**Run 1: clock wires, drivers and flops**

The bar under the picture is 20 um long.
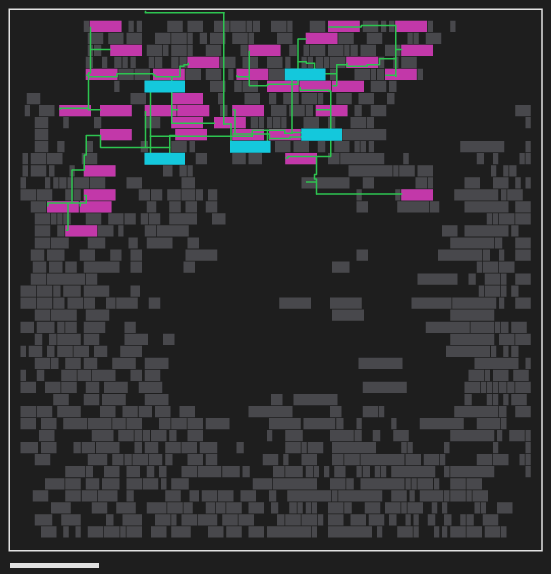
**Run 1: signal wires on met3**

The bar under the picture is 20 um long. Cells faint in the background.
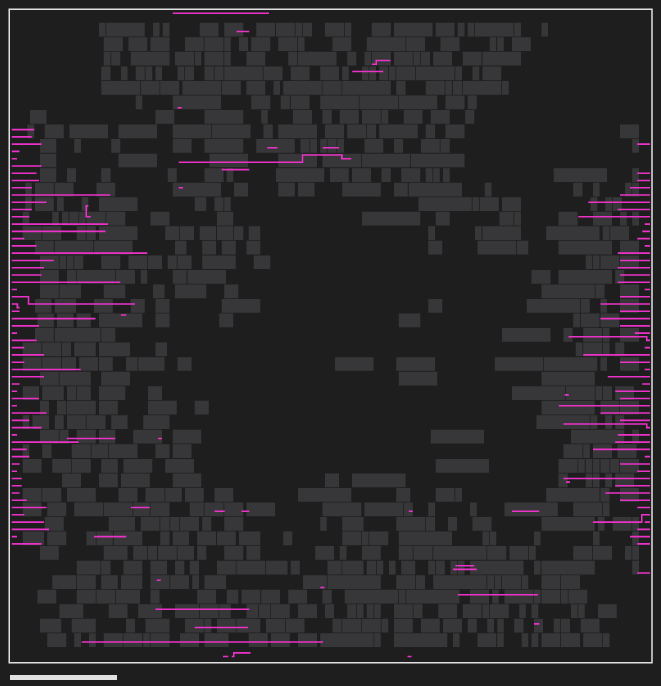
**Run 1: metal 2**

Cells faint in the background.
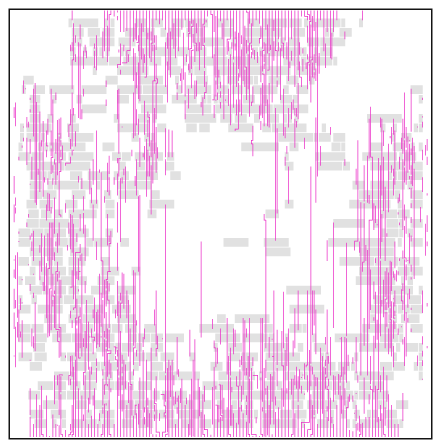
Design mem_port_arbiter_flat, sky130hd; sources not shown.
==> flow_metrics.env, run 1 <==
# yosys + openroad results
export IMPL_outcome="finished clean"
export IMPL_grt_pass1_vias=3791
export IMPL_ys_top_cells_by_count="nand2_1, nor3_1, buf_4, dfxtp_1, nor4b_1"
export IMPL_logic_gate_count=291
export IMPL_cp_slowest_stage_delay_ns=0.43
export IMPL_synthesis_area_mm2=0.003052
export IMPL_rsz0062_at_grt="yes"
export IMPL_seq_share_pct=11.01
export IMPL_hold_class="flop to flop"
export IMPL_chipArea_mm2=0.01464
export IMPL_cts_sinks=36
export IMPL_synth_async_reset_ratio_pct=0
export IMPL_die_width_um=120
export IMPL_ys_area_mm2=0.003052
export IMPL_simple_gate_area_share_pct=32.55
export IMPL_ys_sh_xor_pct=0
export IMPL_r2r_cells=9
export IMPL_gp_congestion=0.9407
export IMPL_ant_nets=0
export IMPL_rows=43
export IMPL_tightest_slew_ns=0.6297
export IMPL_crit_chain="clkdlybuf4s50_1 > nor4_2 > nand4_1 > mux2_4 > buf_12 > a2111oi_4 > buf_2"
export IMPL_stdcell_count=828
export IMPL_drc_errors=0
export IMPL_logic_area_mm2=0.002414
export IMPL_fill_cells=1293
export IMPL_cp_required_ns=3.04
export IMPL_crit_type="primary input to output pin"
export IMPL_grt_max_degree=36
export IMPL_rrSetupSlack_ns=2.09
export IMPL_top_area_cell="dfxtp_1"
export IMPL_cts_max_path_buffers=2
export IMPL_ys_top_cells_by_area="dfxtp_1, nand2_1, buf_4"
export IMPL_avgSynthCellArea_um2=8.248
export IMPL_power_leakage_nw=2.327
export IMPL_fin_nets=814
export IMPL_p_total_mw=1.056
export IMPL_tritoncts="yes"
export IMPL_power_density_mw_per_mm2=161.2
export IMPL_sh_comb_area_pct=36.87
export IMPL_antenna_cells=0
export IMPL_register_area_um2=720.7
export IMPL_ys_types=33
export IMPL_num_io_pins=302
export IMPL_most_common_cell="nand2_1"
export IMPL_ys_flops=36
export IMPL_fa_ha_area_share_pct=0
export IMPL_hold_buffers=0
export IMPL_antenna_found_initial=0
export IMPL_max_cap_violations=0
export IMPL_drt_iter0_drc=149
export IMPL_fin_area_mm2=0.006546
export IMPL_tool_warnings=27
export IMPL_largest_class="buffers"
export IMPL_drive_above_1_share_pct=27.62
export IMPL_max_slew_margin_pct=57.12
export IMPL_worst_path_max_delay_cell="clkdlybuf4s50_1"
export IMPL_dp_hpwl_mm=10.19
export IMPL_clockBufferCount=6
export IMPL_die_h_um=122
export IMPL_grt_pass1_wl_mm=19.95
export IMPL_signal_buffers=309
export IMPL_initCoreUtil_pct=22.60
export IMPL_grt_ovfl_total=0
export IMPL_via_per_inst=4.504
-- 'clock wires, drivers and flops' (at the start) --
[magenta] flip-flops | count: 36
[green] clock wires | length: 473 um
[cyan] clock-net drivers | count: 5
routed clock nets: 6
Late-Pin Clk Latency: 0.27 ns
Clock group: 0.410 mW
clock power share: 38.8%

-- 'signal wires on met3' (at the start) --
nets with wire on the layer: 133
main direction: horizontal
wire length on this layer: 835 um
share of all routed wire: 6.1%
longest straight run: 44.9 um
GRT met3 Usage: 2.996%
Post-Route WL: 13.71 mm
via count: 3729

-- 'metal 2' (at the start) --
wire length on this layer: 7420 um
longest straight run: 65.9 um
met2 usage in global routing: 31.43%

-- run 1: cells in the final DEF (no fill, tap or decap), types with 2 or more instances in the layout --
cell             netlist  layout
nor3_1                54      47
inv_1                  3       3
a21boi_0               2       2
a21oi_1                2       2
clkbuf_16              0       7
nor3_2                 0       7
buf_16                 0       3
dlygate4sd2_1          0      18
buf_4                 45      32
nor4_1                10       4
dlymetal6s2s_1         0       6
nand2_1               96      96
nor4b_1               20       5
nand4_1                3       3
a2111oi_4             11      29
mux2i_1               11       7
and2_1                 2       2
nor3_4                 2       2
buf_6                  3       5
dfxtp_1               36      36
clkdlybuf4s50_1        0     186
conb_1                 1      44
mux2i_2                0       4
a2111oi_2             16       3
clkdlybuf4s15_1        0       3
nor4b_2                0      14
nor4_2                 0       6
buf_2                 15      33
buf_8                  0       2
clkdlybuf4s15_2        0       7
buf_12                 0       8
or4_4                  2       2
clkbuf_2               2       4
-- run 1: worst max-delay path, delay by kind of cell --
family / cells / cell delay, ns
buffers and inverters: 3 / 0.79
and+or+nand+nor: 2 / 0.42
muxes: 1 / 0.36
AOI/OAI and AO/OA: 1 / 0.33
-- run 1: where the power goes --
group | internal [mW] | switching, mW
clock network | 0.276 | 0.134
registers | 0.340 | 0.000897
logic | 0.177 | 0.128
total | 0.792 | 0.263
-- run 1: routing by layer --
layer	track usage, %	up-vias	wire (um)
met3	2.996	23	834
met2	31.43	159	7418
met4	4.118	0	254
met5	0	-	0
met1	20.37	1760	5204
li1	-	1787	-
-- run 1: per-stage QoR --
step                      util [%]  setup TNS (ns)  worst slack [ns]
final                        48.48               0           0.06378
after CTS                    46.35               0          0.003404
after global placement       43.37          -25.33           -0.5226
after floorplan                  -               0            0.5324
after detailed placement     43.37          -27.21           -0.5916
after global routing         48.48         -0.3169          -0.03449
==> run 1 -> run 2 <==
--- a/config.mk
+++ b/config.mk
@@ -5,7 +5,6 @@
 export SDC_FILE = /design/constraint.sdc
 export NUM_CORES = 1
 export LEC_CHECK = 0
-export CAP_MARGIN = 5
 export CORE_AREA = 2 2 118 120
 export DETAILED_ROUTE_END_ITERATION = 12
 export DIE_AREA = 0 0 120 122
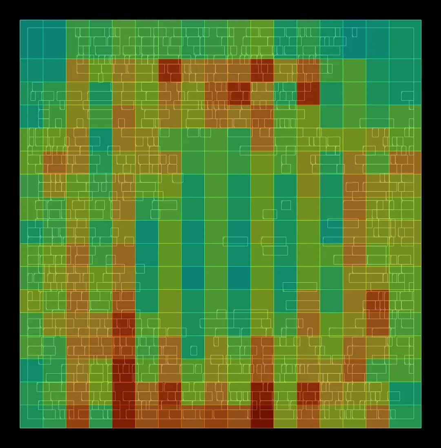
**Above:** run 2 (routing congestion).
Core Util, Final: 48.48%
GR Util met1: 20.37%
GR peak layer: met2
Overall Global Routing Usage: 17.02%

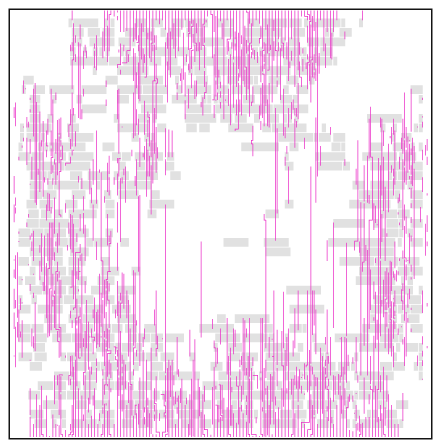
**Above:** run 2 (metal 2).
Cells faint in the background.
share of all routed wire: 54%
longest straight run: 65.9 um
wire length on this layer: 7420 um
nets with wire on the layer: 733
main direction: vertical

==> run 2 against run 1 <==
Global-route usage unchanged. Setup slack unchanged. Synthesized area unchanged. Clock-buffer cell count unchanged. Combinational power about the same. Total power unchanged. Highest routed layer unchanged. Largest power group unchanged.
==> flow_metrics.env, run 2 <==
# yosys + openroad results
export IMPL_outcome="finished clean"
export IMPL_chipArea_mm2=0.01464
export IMPL_ys_top_cells_by_count="nand2_1, nor3_1, buf_4, dfxtp_1, nor4b_1"
export IMPL_cts_sinks=36
export IMPL_rows=43
export IMPL_tool_warnings=27
export IMPL_power_leakage_nw=2.327
export IMPL_rrSetupSlack_ns=2.09
export IMPL_ys_types=33
export IMPL_simple_gate_area_share_pct=32.55
export IMPL_ys_sh_xor_pct=0
export IMPL_vias=3729
export IMPL_num_io_pins=302
export IMPL_power_density_mw_per_mm2=161.2
export IMPL_crit_type="primary input to output pin"
export IMPL_ant_nets=0
export IMPL_die_width_um=120
export IMPL_gp_congestion=0.9407
export IMPL_cp_required_ns=3.04
export IMPL_drc_errors=0
export IMPL_grt_pass1_vias=3791
export IMPL_ys_flops=36
export IMPL_most_common_cell="nand2_1"
export IMPL_max_slew_margin_pct=57.12
export IMPL_synth_async_reset_ratio_pct=0
export IMPL_die_h_um=122
export IMPL_dp_hpwl_mm=10.19
export IMPL_stdcell_count=828
export IMPL_clock_latency_ns=0.27
export IMPL_grt_max_degree=36
export IMPL_r2r_cells=9
export IMPL_drt_wl_total_mm=13.71
export IMPL_cp_slowest_stage_delay_ns=0.43
export IMPL_fa_ha_area_share_pct=0
export IMPL_via_per_inst=4.504
export IMPL_tritoncts="yes"
export IMPL_antenna_cells=0
export IMPL_grt_pass1_wl_mm=19.95
export IMPL_hold_class="flop to flop"
export IMPL_ys_area_mm2=0.003052
export IMPL_grt_ovfl_total=0
export IMPL_worst_path_max_delay_cell="clkdlybuf4s50_1"
export IMPL_cp_num_buf_inv=3
export IMPL_path_depth=7
export IMPL_tightest_slew_ns=0.6297
export IMPL_critPathTopFamily="buffers and inverters"
export IMPL_rsz0062_at_grt="yes"
export IMPL_ys_top_cells_by_area="dfxtp_1, nand2_1, buf_4"
export IMPL_drive_above_1_share_pct=27.62
export IMPL_initCoreUtil_pct=22.60
export IMPL_drt_iter0_drc=149
export IMPL_final_cell_mix="clkdlybuf4s50_1, nand2_1, nor3_1"
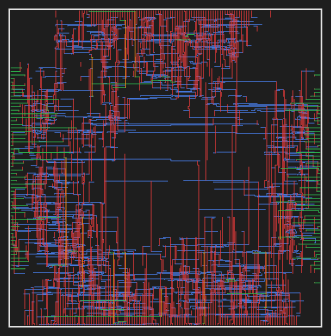
**Above:** run 2 (metal layers overlaid).
| color | layer | wire length |
|---|---|---|
| green | M3 | 835 um |
| red | M2 | 7420 um |
| orange | M4 | 254 um |
| blue | M1 | 5200 um |
WL/cell: 16.56 um

## run 2: metrics by stage
stage	power (mW)	setup TNS (ns)	worst slack, ns	cell area (um^2)
floorplan	0.4636	0	0.5324	3213
global placement	0.6228	-25.33	-0.5226	5857
detailed placement	0.6266	-27.21	-0.5916	5857
CTS	1.050	0	0.003404	6260
global route	1.092	-0.3169	-0.03449	6546
finish	1.056	0	0.06378	6546
## run 2: logic make-up (layout without fill, tap and decap cells)
logic type,after synthesis,after routing
other,1,44
flip-flops,36,36
AND-OR/OR-AND,41,41
buffers and inverters,86,321
multiplexers,13,13
AND/OR/NAND/NOR,193,193
## run 2: layout make-up
cell class	instances	area [um^2]
Inverter	4	15.01
Timing Repair Buffer	309	3008
Sequential cell	36	720.7
Clock inverter	2	35.03
Fill cell	1293	6958
Clock buffer	6	128.9
Tap cell	180	225.2
Multi-Input combinational cell	291	2414
## run 2: routing by layer
layer	routed length [um]	up-vias	share of wire [%]	global-route usage, %
li1	-	1787	-	-
met1	5204	1760	38	20.37
met2	7418	159	54	31.43
met3	834	23	6.1	2.996
met4	254	0	1.9	4.118
met5	0	-	0	0
## run 2: what timing repair did
item	4_1_cts	5_1_grt
buffers inserted	8	1
gates resized	233	43
cloned	3	2
pin swaps	20	10
endpoints found under the setup margin	55	53
## run 2: power breakdown
part           switching, mW  leakage (nW)  internal (mW)  total, mW
Clock                  0.134        0.0808          0.276      0.410
Sequential          0.000897         0.291          0.340      0.340
Combinational          0.128          1.96          0.177      0.305
Total                  0.263          2.33          0.792       1.06
Power is estimated from default activity; no workload was simulated.
